[src/rtl/cpu_types_pkg.sv]
// Shared CPU/memory-hierarchy types.
//   word_t         : 32-bit data/address word
//   memctl_state_t : memory arbiter FSM states
//   memsrc_t       : which cache owns the current memory access
package cpu_types_pkg;

  localparam int WORD_W = 32;

  typedef logic [WORD_W-1:0] word_t;

  typedef enum logic [1:0] {
    IDLE,
    ACCESS,
    DONE
  } memctl_state_t;

  typedef enum logic {
    SRC_I,
    SRC_D
  } memsrc_t;

endpackage

[src/rtl/mem_arbiter_if.sv]
// Cache-pair <-> memory arbiter <-> RAM signal bundle.
//   slave  : arbiter view (takes cache requests and ramload, drives waits/loads/RAM port)
//   master : environment view (caches and RAM)
// Cache side : iREN/iaddr/iwait/iload, dREN/dWEN/daddr/dstore/dwait/dload
// RAM side   : ramREN/ramWEN/ramaddr/ramstore/ramload
interface mem_arbiter_if;
  import cpu_types_pkg::*;

  logic  iREN;
  word_t iaddr;
  logic  iwait;
  word_t iload;

  logic  dREN;
  logic  dWEN;
  word_t daddr;
  word_t dstore;
  logic  dwait;
  word_t dload;

  logic  ramREN;
  logic  ramWEN;
  word_t ramaddr;
  word_t ramstore;
  word_t ramload;

  modport slave (
    input  iREN, iaddr, dREN, dWEN, daddr, dstore, ramload,
    output iwait, iload, dwait, dload, ramREN, ramWEN, ramaddr, ramstore
  );

  modport master (
    output iREN, iaddr, dREN, dWEN, daddr, dstore, ramload,
    input  iwait, iload, dwait, dload, ramREN, ramWEN, ramaddr, ramstore
  );

endinterface

[src/rtl/mem_arbiter_ram_lat_timer.sv]
// ram_lat_timer: paces one RAM access of RAM_LAT cycles.
//   clk, rst : clock and synchronous active-high reset
//   start    : pulse in the cycle before the access begins
//   busy     : high for the RAM_LAT access cycles
//   last     : high in the final access cycle (cnt == RAM_LAT-1)
module ram_lat_timer #(
  parameter int RAM_LAT = 2
) (
  input  logic clk,
  input  logic rst,
  input  logic start,
  output logic busy,
  output logic last
);

  // Keep at least one counter bit so RAM_LAT=1 still elaborates cleanly.
  localparam int CNT_W = (RAM_LAT > 1) ? $clog2(RAM_LAT) : 1;
  localparam logic [CNT_W-1:0] CNT_LAST = CNT_W'(RAM_LAT - 1);

  logic [CNT_W-1:0] cnt_q;
  logic             busy_q;

  always_ff @(posedge clk) begin
    if (rst) begin
      cnt_q  <= '0;
      busy_q <= 1'b0;
    end else if (start) begin
      cnt_q  <= '0;
      busy_q <= 1'b1;
    end else if (busy_q) begin
      if (cnt_q == CNT_LAST) begin
        cnt_q  <= '0;
        busy_q <= 1'b0;
      end else begin
        cnt_q <= cnt_q + 1'b1;
      end
    end
  end

  assign busy = busy_q;
  assign last = busy_q && (cnt_q == CNT_LAST);

endmodule

[src/rtl/mem_arbiter.sv]
// mem_arbiter: responder side of the cache<->memory protocol. Arbitrates
// icache (read-only) and dcache (read/write) word requests onto a
// fixed-latency RAM port and returns load data with a one-cycle wait=0 pulse.
//   CLK, RST : clock and synchronous active-high reset
//   mem      : mem_arbiter_if.slave (cache request/response and RAM port)
// Parameter RAM_LAT (>=1): RAM cycles per access.
// Optional feature macro MEMCTL_RR_EN: round-robin between caches on
// simultaneous requests; undefined gives fixed dcache priority.
//
// state  | meaning
// IDLE   | waiting for a request; latches source, op, address, store data
// ACCESS | RAM strobed for RAM_LAT cycles; read data captured on the last
// DONE   | winner's wait low for one cycle with its load data
module mem_arbiter
  import cpu_types_pkg::*;
#(
  parameter int RAM_LAT = 2
) (
  input  logic          CLK,
  input  logic          RST,
  mem_arbiter_if.slave  mem
);

  memctl_state_t state_q;
  memsrc_t       src_q, src_d;
  logic          wr_q, wr_d;
  word_t         addr_q, store_q, data_q;
  logic          iwait_q, dwait_q;
  logic          i_req, d_req, start;
  logic          tmr_busy, tmr_last;

`ifdef MEMCTL_RR_EN
  memsrc_t       prio_q;
`endif

  assign i_req = mem.iREN;
  assign d_req = mem.dREN | mem.dWEN;
  assign start = (state_q == IDLE) && (i_req || d_req);

  always_comb begin
    src_d = d_req ? SRC_D : SRC_I;
`ifdef MEMCTL_RR_EN
    if (i_req && d_req) src_d = prio_q;
`endif
    // A write wins over a read when the dcache raises both strobes.
    wr_d = (src_d == SRC_D) && mem.dWEN;
  end

  ram_lat_timer #(.RAM_LAT(RAM_LAT)) u_timer (
    .clk   (CLK),
    .rst   (RST),
    .start (start),
    .busy  (tmr_busy),
    .last  (tmr_last)
  );

  always_ff @(posedge CLK) begin
    if (RST) begin
      state_q <= IDLE;
      src_q   <= SRC_D;
      wr_q    <= 1'b0;
      addr_q  <= '0;
      store_q <= '0;
      data_q  <= '0;
      iwait_q <= 1'b1;
      dwait_q <= 1'b1;
`ifdef MEMCTL_RR_EN
      prio_q  <= SRC_D;
`endif
    end else begin
      case (state_q)
        IDLE: begin
          if (start) begin
            state_q <= ACCESS;
            src_q   <= src_d;
            wr_q    <= wr_d;
            addr_q  <= (src_d == SRC_D) ? mem.daddr : mem.iaddr;
            store_q <= (src_d == SRC_D) ? mem.dstore : '0;
          end
        end
        ACCESS: begin
          if (tmr_last) begin
            state_q <= DONE;
            if (!wr_q) data_q <= mem.ramload;
            if (src_q == SRC_D) dwait_q <= 1'b0;
            else                iwait_q <= 1'b0;
          end
        end
        DONE: begin
          state_q <= IDLE;
          iwait_q <= 1'b1;
          dwait_q <= 1'b1;
`ifdef MEMCTL_RR_EN
          prio_q  <= (prio_q == SRC_D) ? SRC_I : SRC_D;
`endif
        end
        default: state_q <= IDLE;
      endcase
    end
  end

  // Strobes follow the timer so they are high exactly for the access cycles.
  assign mem.ramREN   = tmr_busy & ~wr_q;
  assign mem.ramWEN   = tmr_busy &  wr_q;
  assign mem.ramaddr  = addr_q;
  assign mem.ramstore = store_q;

  assign mem.iwait = iwait_q;
  assign mem.dwait = dwait_q;
  // data_q is stale after a write, so loads are forced to zero then.
  assign mem.iload = (!iwait_q && !wr_q) ? data_q : '0;
  assign mem.dload = (!dwait_q && !wr_q) ? data_q : '0;

endmodule

[src/flat_wrapper.sv]
// flat-port wrapper written by rule: the top's interface ports become plain ports
module mem_arbiter_flat import cpu_types_pkg::*;
#(
  parameter int RAM_LAT = 2
)
  (CLK, RST, mem_iREN, mem_iaddr, mem_dREN, mem_dWEN, mem_daddr, mem_dstore, mem_ramload, mem_iwait, mem_iload, mem_dwait, mem_dload, mem_ramREN, mem_ramWEN, mem_ramaddr, mem_ramstore);
  mem_arbiter_if mem_i ();
  input  logic CLK;
  input  logic RST;
  input wire logic [$bits(mem_i.iREN)-1:0] mem_iREN;
  input wire logic [$bits(mem_i.iaddr)-1:0] mem_iaddr;
  input wire logic [$bits(mem_i.dREN)-1:0] mem_dREN;
  input wire logic [$bits(mem_i.dWEN)-1:0] mem_dWEN;
  input wire logic [$bits(mem_i.daddr)-1:0] mem_daddr;
  input wire logic [$bits(mem_i.dstore)-1:0] mem_dstore;
  input wire logic [$bits(mem_i.ramload)-1:0] mem_ramload;
  output wire logic [$bits(mem_i.iwait)-1:0] mem_iwait;
  output wire logic [$bits(mem_i.iload)-1:0] mem_iload;
  output wire logic [$bits(mem_i.dwait)-1:0] mem_dwait;
  output wire logic [$bits(mem_i.dload)-1:0] mem_dload;
  output wire logic [$bits(mem_i.ramREN)-1:0] mem_ramREN;
  output wire logic [$bits(mem_i.ramWEN)-1:0] mem_ramWEN;
  output wire logic [$bits(mem_i.ramaddr)-1:0] mem_ramaddr;
  output wire logic [$bits(mem_i.ramstore)-1:0] mem_ramstore;
  assign mem_i.iREN = mem_iREN;
  assign mem_i.iaddr = mem_iaddr;
  assign mem_i.dREN = mem_dREN;
  assign mem_i.dWEN = mem_dWEN;
  assign mem_i.daddr = mem_daddr;
  assign mem_i.dstore = mem_dstore;
  assign mem_i.ramload = mem_ramload;
  assign mem_iwait = mem_i.iwait;
  assign mem_iload = mem_i.iload;
  assign mem_dwait = mem_i.dwait;
  assign mem_dload = mem_i.dload;
  assign mem_ramREN = mem_i.ramREN;
  assign mem_ramWEN = mem_i.ramWEN;
  assign mem_ramaddr = mem_i.ramaddr;
  assign mem_ramstore = mem_i.ramstore;
  mem_arbiter #(.RAM_LAT(RAM_LAT)) u_core (.CLK(CLK), .RST(RST), .mem(mem_i));
endmodule
[config.mk]
export PLATFORM = sky130hd
export DESIGN_NAME = mem_arbiter_flat
export DESIGN_NICKNAME = d
export VERILOG_FILES = /design/src/rtl/cpu_types_pkg.sv /design/src/rtl/mem_arbiter_if.sv /design/src/rtl/mem_arbiter_ram_lat_timer.sv /design/src/rtl/mem_arbiter.sv /design/src/flat_wrapper.sv
export SDC_FILE = /design/constraint.sdc
export NUM_CORES = 1
export LEC_CHECK = 0
export CAP_MARGIN = 20
export CORE_ASPECT_RATIO = 0.75
export CORE_MARGIN = 1.5
export CORE_UTILIZATION = 33
export CTS_BUF_LIST = sky130_fd_sc_hd__clkbuf_8 sky130_fd_sc_hd__clkbuf_16
export CTS_CLUSTER_SIZE = 28
export DETAILED_ROUTE_END_ITERATION = 10
export GPL_TIMING_DRIVEN = 1
export PLACE_DENSITY = 0.81
export SYNTH_ARGS = -nofsm -noshare
export SYNTH_HDL_FRONTEND = slang
export SYNTH_SLANG_ARGS = --single-unit
[constraint.sdc]
create_clock -name CLK -period 1.4 [get_ports CLK]
set_input_delay 0.28 -clock CLK [delete_from_list [all_inputs] [get_ports CLK]]
set_output_delay 0.28 -clock CLK [all_outputs]
set_load 0.05 [all_outputs]
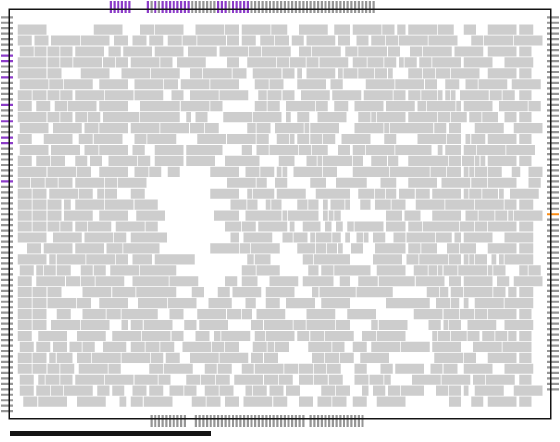
Figure 1: pin placement.
The bar under the picture is 50 um long. Pins as bars across the die edge, other pins in grey.
- mem_ramstore: purple (pins 32; direction output; edge 24 north, 8 west)
- mem_dwait: orange (pins 1; direction output; edge east)

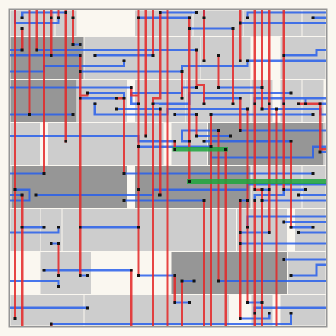
Figure 2: zoomed window.
Region (91, 66) to (111, 86) um. Cells in grey, sequential cells in the stronger grey; small squares are vias.
- M3: green
- M1: blue
- M2: red
- sequential cells in the window: 6
- cells with their middle in the window: 33
- netlist names of flops here include: u_core.data_q (6)
- most frequent: nand2_1 (6), a21oi_2 (6), dfxtp_1 (6)

==> out/summary.json <==
{
  "placedCellCount": 896,
  "comb_area_um2": 2780,
  "timing.critical_path.depth": 4,
  "fin_ws_ns": -0.289,
  "power.net_switching_mw": 6.69,
  "cp_num_buf_inv": 2,
  "core_area_um2": 12400,
  "tritoncts": "yes",
  "largest_class": "buffers",
  "synthDominantAreaCellType": "sky130_fd_sc_hd__dfxtp_1",
  "clock_sinks": 104,
  "placed_wire_length_estimate_um": 12300,
  "post_synth_num_cell_types": 30,
  "layout_worst_path_cycle_share_pct": 121,
  "final.signal_buffer_count": 316,
  "std_cell_rows": 35,
  "path_class": "reg2out",
  "most-common-layout-cells": "141 x sky130_fd_sc_hd__buf_12, 130 x sky130_fd_sc_hd__clkdlybuf4s50_1, 98 x sky130_fd_sc_hd__dfxtp_1",
  "worstHoldStart": "u_core.data_q[14]",
  "synthesis.area_per_instance_um2": 8.97,
  "max-clock-path-buffers": 2,
  "globalplace.congestion": 0.799,
  "grt.overflow.total": 0,
  "finish.net_count": 901,
  "hold-path-endpoint": "u_core.data_q[14]",
  "topCellsByArea": "sky130_fd_sc_hd__dfxtp_1 49%, sky130_fd_sc_hd__and2_1 9.5%, sky130_fd_sc_hd__mux2i_1 8.2%",
  "p_leak_nw": 4.05,
  "final_design_area_no_fill_um2": 10200,
  "chip_area_um2": 13600,
  "ios": 265,
  "drv.max_cap_violation_count": 0,
  "ys_sh_adder_pct": 1.17,
  "synthDominantCellAreaShare_pct": 48.8,
  "outcome": "finished with violations",
  "comb_area_share_pct": 27.4,
  "synth-compound-area-share_pct": 19.5,
  "ir_worst_vdd_mv": 1.49,
  "setup-violations-final": 107,
  "place.port_buffers": 264,
  "violations": "negative setup slack",
  "synth.cellmix.simpleShare_pct": 17.7,
  "endpoint": "mem_dload[3]",
  "wire_per_inst_um": 20.3,
  "num-clock-buffers": 10,
  "ys_dominant_reg_cell": "sky130_fd_sc_hd__dfxtp_1",
  "postSynthNetCount": 612
}
